Fig. 1: run 1, track usage over the die
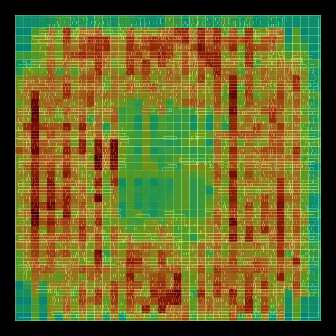
Fig. 2: run 1, routed metal, one colour a layer
Only two layers are drawn.
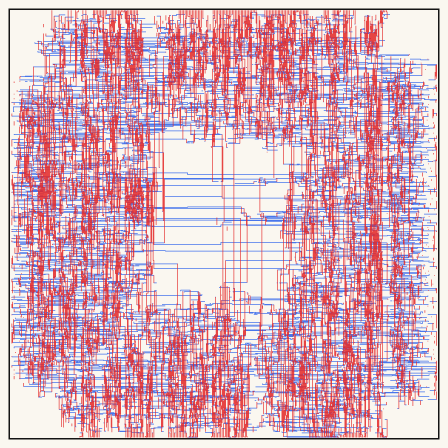
Fig. 3: run 1, power grid
Bar = 100 µm. Pins as bars on the die edge. Tap cells in grey.
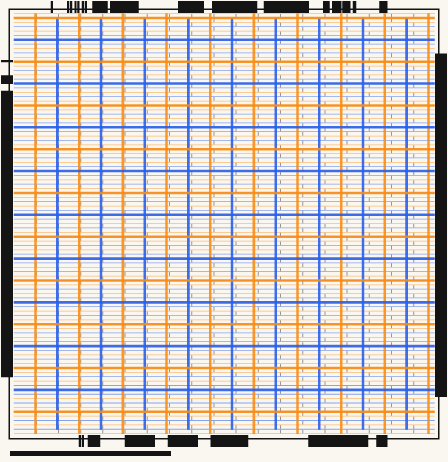
--- config.mk ---
export PLATFORM = sky130hd
export DESIGN_NAME = fft_s2p_buffer
export DESIGN_NICKNAME = d
export VERILOG_FILES = /design/src/rtl/fft_s2p_buffer.sv
export SDC_FILE = /design/constraint.sdc
export NUM_CORES = 1
export LEC_CHECK = 0
export ABC_AREA = 1
export CORE_MARGIN = 2
export CORE_UTILIZATION = 51
export DETAILED_ROUTE_END_ITERATION = 6
export PLACE_DENSITY = 0.74
export SETUP_SLACK_MARGIN = 0.02
export SLEW_MARGIN = 20
export SYNTH_ARGS = -nofsm -noshare
export SYNTH_HDL_FRONTEND = slang
export SYNTH_SLANG_ARGS = --single-unit
export TNS_END_PERCENT = 30
--- constraint.sdc ---
create_clock -name clk -period 5.4 [get_ports clk]
set_input_delay 1.35 -clock clk [delete_from_list [all_inputs] [get_ports clk]]
set_output_delay 1.35 -clock clk [all_outputs]
set_load 0.05 [all_outputs]
--- src/rtl/fft_s2p_buffer.sv ---
// Serial-to-parallel frame collector feeding the parallel FFT datapath.
// Gathers NUM complex samples and presents them as one registered frame, optionally bit-reversed.
module fft_s2p_buffer #(
  parameter int IN_WIDTH = 16,
  parameter int NUM      = 16,
  parameter bit BITREV   = 1'b0
) (
  input  logic                       clk,
  input  logic                       rstn,
  input  logic signed [IN_WIDTH-1:0] din_i,
  input  logic signed [IN_WIDTH-1:0] din_q,
  input  logic                       valid_in,
  input  logic                       sof_in,
  output logic signed [IN_WIDTH-1:0] dout_i [0:NUM-1],
  output logic signed [IN_WIDTH-1:0] dout_q [0:NUM-1],
  output logic                       valid_out,
  output logic                       sof_err
);

  localparam int            AW   = (NUM > 1) ? $clog2(NUM) : 1;
  localparam logic [AW-1:0] LAST = AW'(NUM - 1);

  logic signed [IN_WIDTH-1:0] fill_i [0:NUM-1];
  logic signed [IN_WIDTH-1:0] fill_q [0:NUM-1];

  logic [AW-1:0] wr_cnt;
  logic [AW-1:0] sample_idx;
  logic [AW-1:0] lane_idx;
  logic          sof_take;
  logic          frame_done;

  function automatic logic [AW-1:0] bit_reverse(input logic [AW-1:0] x);
    logic [AW-1:0] r;
    for (int b = 0; b < AW; b++) begin
      r[b] = x[AW-1-b];
    end
    return r;
  endfunction

  // A qualified sof forces the incoming sample to index 0, abandoning any partial frame.
  always_comb begin
    sof_take   = valid_in && sof_in;
    sample_idx = sof_take ? '0 : wr_cnt;
    lane_idx   = BITREV ? bit_reverse(sample_idx) : sample_idx;
    frame_done = valid_in && (sample_idx == LAST);
  end

  // Fill storage carries no reset; stale lanes are always overwritten before they are used.
  always_ff @(posedge clk) begin
    if (valid_in && !frame_done) begin
      fill_i[lane_idx] <= din_i;
      fill_q[lane_idx] <= din_q;
    end
  end

  always_ff @(posedge clk or negedge rstn) begin
    if (!rstn) begin
      wr_cnt    <= '0;
      valid_out <= 1'b0;
      sof_err   <= 1'b0;
    end else begin
      valid_out <= frame_done;
      sof_err   <= sof_take && (wr_cnt != '0);
      if (valid_in) begin
        wr_cnt <= frame_done ? '0 : sample_idx + 1'b1;
      end
    end
  end

  // The final sample bypasses the fill buffer straight into its output lane.
  always_ff @(posedge clk or negedge rstn) begin
    if (!rstn) begin
      for (int m = 0; m < NUM; m++) begin
        dout_i[m] <= '0;
        dout_q[m] <= '0;
      end
    end else if (frame_done) begin
      for (int m = 0; m < NUM; m++) begin
        dout_i[m] <= (lane_idx == AW'(m)) ? din_i : fill_i[m];
        dout_q[m] <= (lane_idx == AW'(m)) ? din_q : fill_q[m];
      end
    end
  end

endmodule
==> flow_summary.ini, run 1 <==
; physical design summary
[place]
place_area_mm2 = 0.0411
dpl.hpwl_um = 58400
dp_cells = 4052
gp_routability_congestion = 0.863
pre_cts_ws_ns = 1.20
portBuffers = 549

[critical_path]
reg2reg_to = dout_q[21]$_DFFE_PN0P_
rr_worst_depth = 5
worstSetupPathType = in -> reg
arrival_ns = 3.83
path_cells = clkdlybuf4s50_1, nand2_4, nand3_1, nand3_1, nor2_4
path_max_fanout = 32
cp-endpoint = fill_i[3][10]$_DFFE_PP_
cp-startpoint = valid_in
rr_startpoint = wr_cnt[3]$_DFFE_PN0P_
cpPeakStageDelay_ns = 0.91
crit_top_cell = nand3_1
crit_family = simple AND/OR/NAND/NOR gates
crit_path_end_kind = flop
path_depth = 5
slowest_stage = nor2_4
crit_buf_inv = 1
critPathLaunchType = primary input
rrSetupSlack_ns = 2.02
required_ns = 5.64

[finish]
syn_to_final_growth_pct = 26.7
fin_cells = 4236
layout_top_cell = nand2_1
mi_logic_area_mm2 = 0.00676
largestRegisters = dout_i x256, dout_q x256
final_cell_mix = 1,034 x nand2_1, 542 x clkdlybuf4s50_1, 517 x dfrtp_1
fill_cells = 4738
regArea_mm2 = 0.0274
n_antenna_cell = 0
fin_area_mm2 = 0.0444
drive_gt1_frac = 0.0626
fin_nets = 3309

[final_timing]
fin_crit_sh = 0.664
maxSlewHeadroom = 0.200
finalClockSkew_ns = 0.0149
tns_ns = 0
drv_slew = 0
hold_violations = 0
rsz0062_at_grt = false
fmax_mhz = 279
worst_slack_ns = 1.82
setup_viol = 0
timing.hold.ws_ns = 0.466
worstMarginPinSlew_ns = 1.20
fin_crit_ns = 3.58

[logic_synthesis]
ys_chip_area_mm2 = 0.0350
async_reset_ff_frac = 0.519
syn_area_mm2 = 0.0350
synth.avg_cell_area_um2 = 12.7
ys_seq_elements = 998
postSynthSeqShare = 0.782
synth_nets = 2797
synthFlopType = dfrtp_1
yosys-top-cells-area = edfxtp_1 41%, dfrtp_1 37%, nand2_1 11%
ys_cells = 2761
synth.distinct_cells = 21
synthTopCellsByCount = 1,034 x nand2_1, 518 x dfrtp_1, 517 x nand3_1
netlist_instances = 2761
synth-edff-count = 480
top_area_cell = edfxtp_1
yosysWarnings = 0
synth_top_cell_by_count = nand2_1
yosys.area.top_type_share = 0.412

[global_route]
use_met2 = 0.427
grt_max_degree = 268
grt_use_met3 = 0.0670
grt_overflow = 0
grt_usage = 0.275
antenna_found_initial = 2
grt_pass1_wl_um = 144000
top_usage_layer = met2
grt_pass1_vias = 23200

[cts]
clk_latency_ns = 0.64
cts_resized = 0
cts.sinks = 998
clk_path_buf_depth = 3
path_clk_slew_ns = 0.06
cts_tree = yes
post-cts-setup-buffers = 0
root_buffer = clkbuf_16
h-tree-depth = 3
hold_buffers = 0
cts_inserted_buffers = 96

[detailed_routing]
dr_wl_met2_um = 45500
ant_nets = 0
dr_wl_met3_um = 10600
drt_iter0_drc = 2888
first_pass_iters = 6
drt-met1-wl_um = 37900
top_layer_used = met5
routedWlPerCell_um = 23.1
drc = 0
vias_per_cell = 5.56

[status]
status = complete, no violations

[hold_path]
hold_start = fill_i[4][4]$_DFFE_PP_
holdPathStages = 2
hold_class = reg -> reg
worstHoldEndpoint = dout_i[180]$_DFFE_PN0P_

[floorplan]
pin_count = 550
fp-row-count = 96
core_util_floorplan = 0.512
chipArea_mm2 = 0.0708

[flow_run]
max-cap-violations = 0
warnings = 45

[power_and_ir_drop]
leakage_nw = 19.5
finalPower_mw = 22.4
p_per_area_mw_per_mm2 = 504
Back to the opening pictures, Fig. 1:
Final Util: 0.649
grt met1 use: 0.379

Back to the opening pictures, Fig. 2:
blue -> M1  # wire length 37.9 mm
red -> M2  # wire length 45.5 mm
Final Routed Wirelength: 97,700 µm
detailed-route via count: 23,500

Back to the opening pictures, Fig. 3:
orange -> VSS
blue -> VDD
met4 straps = 19
tap cells = 882
met1 rails = 97
rows = 96
Peak VDD IR: 361 µV
die height: 266 µm
Die Wd: 266 µm
Core Area: 0.0683 mm²

-- run 1: cell families (layout without fill, tap and decap cells) --
| kind of cell | after synthesis | count (layout) | synth area share |
|---|---|---|---|
| AOI/OAI and AO/OA | 4 | 4 | 0.000571 |
| buffers and inverters | 179 | 772 | 0.0289 |
| DFF | 998 | 998 | 0.782 |
| and+or+nand+nor | 1580 | 1580 | 0.189 |
-- run 1: final cells by class --
type,instances,area share
Sequential cell,998,0.617
Multi-Input combinational cell,1584,0.152
Timing Repair Buffer,585,0.135
Clock buffer,127,0.0607
Tap cell,882,0.0249
Clock inverter,52,0.0101
Inverter,8,0.000677
-- run 1: power breakdown --
group / switching [mW] / internal, mW
Combinational: 4.32 / 1.70
Clock: 2.81 / 3.84
Sequential: 0.742 / 8.94
--- run 2 (diff from run 1) ---
--- a/config.mk
+++ b/config.mk
@@ -7,9 +7,9 @@
 export LEC_CHECK = 0
 export ABC_AREA = 1
 export CORE_MARGIN = 2
-export CORE_UTILIZATION = 51
+export CORE_UTILIZATION = 48
 export DETAILED_ROUTE_END_ITERATION = 6
-export PLACE_DENSITY = 0.74
+export PLACE_DENSITY = 0.73
 export SETUP_SLACK_MARGIN = 0.02
 export SLEW_MARGIN = 20
 export SYNTH_ARGS = -nofsm -noshare
==> constraint.sdc (replaced) <==
create_clock -name clk -period 2.9 [get_ports clk]
set_input_delay 0.725 -clock clk [delete_from_list [all_inputs] [get_ports clk]]
set_output_delay 0.725 -clock clk [all_outputs]
set_load 0.05 [all_outputs]
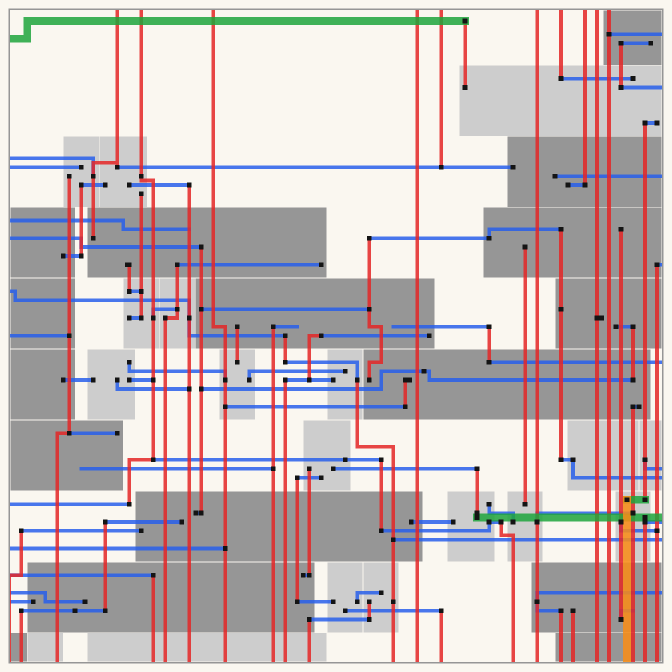
Fig. 4. A small window of the routed layout (run 2).
Region (193, 56) to (218, 81) µm. Cells in grey, sequential cells in the stronger grey; small squares are vias.
red -> M2
blue -> M1
orange -> M4
green -> M3
cells with their middle in the window = 23
most frequent = nand2_1 (9)
sequential cells in the window = 8
netlist names of flops here include = dout_q (4), fill_q (3)

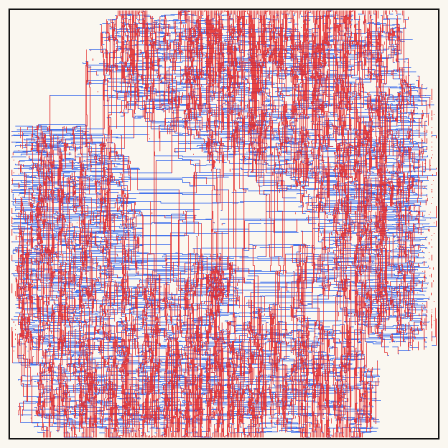
Fig. 5. Routed metal, one colour a layer (run 2).
Only two layers are drawn.
red -> M2  # wire length 49.9 mm
blue -> M1  # wire length 39.0 mm
detailed-route via count: 23,700
GRT Util Overall: 0.271
average wire per standard cell: 23.3 µm

==> run 2 against run 1 <==
Synthesized cell count did not move. Final cell count is 3.8% higher. Clock skew rose by 0.017 ns. Worst setup slack got worse by 1.7 ns. Die area grew 6.2%. Critical endpoint is now dout_i[97]. Highest routed layer is now met4.
==> flow_summary.ini, run 2 <==
; physical design summary
[status]
status = complete, no violations

[critical_path]
rr_worst_depth = 5
arrival_ns = 2.01
cpPeakStageDelay_ns = 0.86
crit_buf_inv = 1
worstSetupPathType = reg -> out
cp-startpoint = dout_i[97]$_DFFE_PN0P_
critPathLaunchType = flop
path_depth = 1
required_ns = 2.17
reg2reg_to = fill_i[7][11]$_DFFE_PP_
crit_family = buffers and inverters
rrSetupSlack_ns = 0.91
cp-endpoint = dout_i[97]
path_max_fanout = 2
rr_startpoint = wr_cnt[2]$_DFFE_PN0P_
crit_path_end_kind = output pin
path_cells = clkdlybuf4s50_1
slowest_stage = clkdlybuf4s50_1

[place]
gp_routability_congestion = 0.830
dp_cells = 4210
place_area_mm2 = 0.0423
pre_cts_ws_ns = 0.0648
portBuffers = 549
dpl.hpwl_um = 62800

[global_route]
antenna_found_initial = 4
grt_pass1_wl_um = 149000
grt_pass1_vias = 23100
grt_max_degree = 230
grt_overflow = 0

[power_and_ir_drop]
p_per_area_mw_per_mm2 = 928
vdd_drop_max_uv = 626
p_switching_mw = 14.9
finalPower_mw = 42.3
p_comb_mw = 11.4
seqPwrFrac = 0.424
leakage_nw = 20.0
power_leader = registers
p_seq_mw = 18.0
pwr-share-comb = 0.270
pwr-share-clk = 0.306
switching_share = 0.353
p_clk_mw = 12.9
p_int_mw = 27.4

[hold_path]
holdPathStages = 2
hold_class = reg -> reg
worstHoldEndpoint = dout_i[19]$_DFFE_PN0P_
hold_start = fill_i[14][3]$_DFFE_PP_

[finish]
regArea_mm2 = 0.0274
fin_cells = 4395
mi_logic_area_mm2 = 0.00676
syn_to_final_growth_pct = 30.3
drive_gt1_frac = 0.0836
fill_cells = 5448
largestRegisters = dout_i x256, dout_q x256
fin_nets = 3387
final_util = 0.629
final_cell_mix = 1,034 x nand2_1, 548 x clkdlybuf4s50_1, 517 x dfrtp_1
layout_top_cell = nand2_1
fin_area_mm2 = 0.0456

[floorplan]
chipArea_mm2 = 0.0751
die_x_um = 274
fp-row-count = 99
die_y_um = 274
core_area_mm2 = 0.0726
pin_count = 550
core_util_floorplan = 0.482

[final_timing]
maxSlewHeadroom = 0.192
finalClockSkew_ns = 0.0322
fmax_mhz = 365
fin_crit_ns = 2.74
tns_ns = 0
timing.hold.ws_ns = 0.459
drv_slew = 0
setup_viol = 0
worstMarginPinSlew_ns = 1.21
hold_violations = 0
rsz0062_at_grt = false
fin_crit_sh = 0.944
worst_slack_ns = 0.162

[logic_synthesis]
synthAoiAreaFrac = 0.000572
ys_chip_area_mm2 = 0.0350
yosysWarnings = 0
synth.area.mux_share = 0
ys_seq_elements = 998
postSynthSeqShare = 0.782
synth_top_cell_by_count = nand2_1
yosys.area.top_type_share = 0.412
synth-edff-count = 480
synthAdderAreaFrac = 0
ys_cells = 2761
synth_nets = 2797
netlist_instances = 2761
synthTopCellsByCount = 1,034 x nand2_1, 518 x dfrtp_1, 517 x nand3_1
syn_area_mm2 = 0.0350
logic_family = simple AND/OR/NAND/NOR gates
ys_sh_xor = 0
synthFlopType = dfrtp_1
yosys-top-cells-area = edfxtp_1 41%, dfrtp_1 37%, nand2_1 11%
top_area_cell = edfxtp_1
simple_gate_share = 0.189
async_reset_ff_frac = 0.519
synth.distinct_cells = 21
synth.avg_cell_area_um2 = 12.7

[cts]
cts_tree = yes
h-tree-depth = 3
cts_inserted_buffers = 97
clk_latency_ns = 0.67
path_clk_slew_ns = 0.06
root_buffer = clkbuf_16
clk_path_buf_depth = 3
cts.sinks = 998
cts_resized = 0

[detailed_routing]
drt_iter0_drc = 2456
vias_per_cell = 5.40
first_pass_iters = 6
drc = 0
routed_wl_um = 102000
ant_nets = 0

[flow_run]
warnings = 33
max-cap-violations = 0
[run 2: layout make-up]
cell class | count | area share
diodes | 1 | 0.0000548
inverters | 8 | 0.000658
well taps | 959 | 0.0263
repair buffers | 662 | 0.152
clock buffers | 145 | 0.0624
flip-flops and latches | 998 | 0.600
multi-input cells | 1584 | 0.148
clock inverters | 38 | 0.0106
[run 2: timing repair]
action | 4_1_cts | 5_1_grt
hold buffers | 1 | 0
hold endpoints to repair | 32 | 0
buffers inserted | 0 | 0
[run 2: layer usage]
| layer | up-vias | GRT usage | wire [µm] |
|---|---|---|---|
| li1 | 10500 | - | - |
| met5 | - | 0 | 0 |
| met3 | 247 | 0.0590 | 8570 |
| met4 | 0 | 0.123 | 4770 |
| met2 | 1144 | 0.435 | 49900 |
| met1 | 11900 | 0.357 | 39000 |
--- run 3 (diff from run 2) ---
--- a/config.mk
+++ b/config.mk
@@ -7,9 +7,10 @@
 export LEC_CHECK = 0
 export ABC_AREA = 1
 export CORE_MARGIN = 2
-export CORE_UTILIZATION = 48
+export CORE_UTILIZATION = 50
+export CTS_BUF_LIST = sky130_fd_sc_hd__clkbuf_2 sky130_fd_sc_hd__clkbuf_4 sky130_fd_sc_hd__clkbuf_8
 export DETAILED_ROUTE_END_ITERATION = 6
-export PLACE_DENSITY = 0.73
+export PLACE_DENSITY = 0.76
 export SETUP_SLACK_MARGIN = 0.02
 export SLEW_MARGIN = 20
 export SYNTH_ARGS = -nofsm -noshare
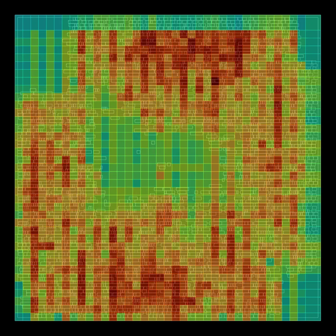
Fig. 6. Track usage over the die (run 3).
met3 Track Usage GR: 0.0631
average wire per standard cell: 22.4 µm
met2 Resource Use GR: 0.448
Final Util: 0.655

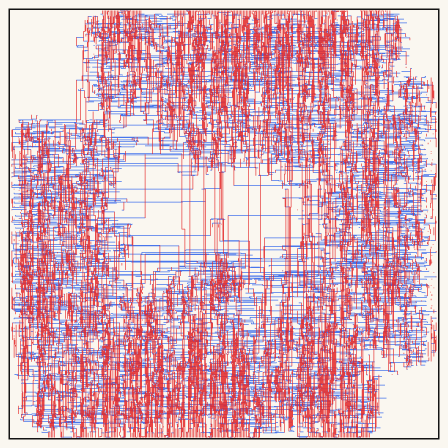
Fig. 7. Routed metal, one colour a layer (run 3).
Only two layers are drawn.
blue -> M1  # wire length 37.9 mm
red -> M2  # wire length 48.8 mm
Final Routed Wirelength: 101,000 µm
detailed-route via count: 24,100
GRT Util Overall: 0.279

==> run 3 against run 2 <==
Clock power down 4%. First-iteration DRC count shrank 2.5%. Register-to-register slack worse by 0.08 ns. Clock skew up 0.0099 ns. Maximum frequency down 1.8%. Via count is 1.5% higher. Count of clock-buffer cells in the layout rose by 106. Sequential cell count is the same. Non-clock buffer count up 3. Sequential share of layout area did not move. Die area shrank 3.9%. Critical path type unchanged.
==> flow_summary.ini, run 3 <==
; physical design summary
[logic_synthesis]
postSynthSeqShare = 0.782
synth-edff-count = 480
ys_chip_area_mm2 = 0.0350
synthFlopType = dfrtp_1
yosys.area.top_type_share = 0.412
top_area_cell = edfxtp_1
synth.distinct_cells = 21
syn_area_mm2 = 0.0350
yosys-top-cells-area = edfxtp_1 41%, dfrtp_1 37%, nand2_1 11%
netlist_instances = 2761
ys_seq_elements = 998
synth.avg_cell_area_um2 = 12.7
yosysWarnings = 0
synth_top_cell_by_count = nand2_1
synth_nets = 2797
synthTopCellsByCount = 1,034 x nand2_1, 518 x dfrtp_1, 517 x nand3_1
async_reset_ff_frac = 0.519

[critical_path]
path_depth = 1
crit_path_end_kind = output pin
cpPeakStageDelay_ns = 0.84
rr_worst_depth = 4
critPathLaunchType = flop
cp-endpoint = dout_q[119]
crit_family = buffers and inverters
rr_startpoint = wr_cnt[3]$_DFFE_PN0P_
rrSetupSlack_ns = 0.83
crit_buf_inv = 1
arrival_ns = 2.06
cp-startpoint = dout_q[119]$_DFFE_PN0P_
slowest_stage = clkdlybuf4s50_1
path_cells = clkdlybuf4s50_1
required_ns = 2.17
reg2reg_to = dout_i[241]$_DFFE_PN0P_
path_max_fanout = 2
worstSetupPathType = reg -> out

[final_timing]
timing.hold.ws_ns = 0.416
hold_violations = 0
setup_viol = 0
rsz0062_at_grt = false
worstMarginPinSlew_ns = 1.02
finalClockSkew_ns = 0.0421
fin_crit_ns = 2.79
maxSlewHeadroom = 0.318
fin_crit_sh = 0.961
fmax_mhz = 359
worst_slack_ns = 0.112
drv_slew = 0

[finish]
fin_cells = 4485
drive_gt1_frac = 0.117
layout_top_cell = nand2_1
fin_area_mm2 = 0.0456
largestRegisters = dout_i x256, dout_q x256
fin_nets = 3446
final_cell_mix = 1,034 x nand2_1, 548 x clkdlybuf4s50_1, 517 x dfrtp_1
syn_to_final_growth_pct = 30.3

[power_and_ir_drop]
leakage_nw = 20.2
p_seq_mw = 18.0
vdd_drop_max_uv = 605
finalPower_mw = 41.8
p_clk_mw = 12.4
p_switching_mw = 14.9
pwr-share-clk = 0.296
p_int_mw = 26.9
pwr-share-comb = 0.273
seqPwrFrac = 0.431
p_comb_mw = 11.4
switching_share = 0.357
p_per_area_mw_per_mm2 = 916
power_leader = registers

[detailed_routing]
drc = 0
first_pass_iters = 6
ant_nets = 0
dr_wl_met3_um = 9210
vias_per_cell = 5.37
drt-met1-wl_um = 37900
top_layer_used = met4

[cts]
cts_tree = yes
clk_path_buf_depth = 3
cts_inserted_buffers = 153
cts.sinks = 998
root_buffer = clkbuf_8
clk_latency_ns = 0.79
h-tree-depth = 4
path_clk_slew_ns = 0.07
post-cts-setup-buffers = 0

[global_route]
grt_pass1_vias = 23700
grt_pass1_wl_um = 147000
use_met1 = 0.364
grt_max_degree = 173
top_usage_layer = met2
antenna_found_initial = 4
grt_overflow = 0

[place]
portBuffers = 549
place_area_mm2 = 0.0423
pre_cts_ws_ns = 0.0942
dp_cells = 4194
gp_routability_congestion = 0.825
dpl.hpwl_um = 62600

[flow_run]
warnings = 33
max-cap-violations = 0

[floorplan]
core_util_floorplan = 0.503
die_y_um = 269
die_x_um = 269
pin_count = 550
core_area_mm2 = 0.0697

[status]
status = complete, no violations

[hold_path]
hold_class = in -> async
==> run 3: cell counts after synthesis <==
Identical to the previous run, type by type.
==> run 3: area by class of cell <==
type,instances,area [µm²]
tap,940,1180
antenna,2,5.00
sequential,998,27400
inverter,8,30.0
clock buffer,251,2990
clock inverter,37,359
multi-input combinational,1584,6760
timing repair buffer,665,6950
fill,5038,24000
==> run 3: kinds of logic after synthesis <==
group,Yosys count,share of synthesized area
AND-OR/OR-AND,4,0.000571
flip-flops,998,0.782
buffers and inverters,179,0.0289
AND/OR/NAND/NOR,1580,0.189
==> run 3: timing repair <==
action	CTS	global route
endpoints found under the hold margin	19	0
gates resized	0	0
hold buffers	1	0
Power figures rest on the tool's default switching activity, not on a simulated workload.
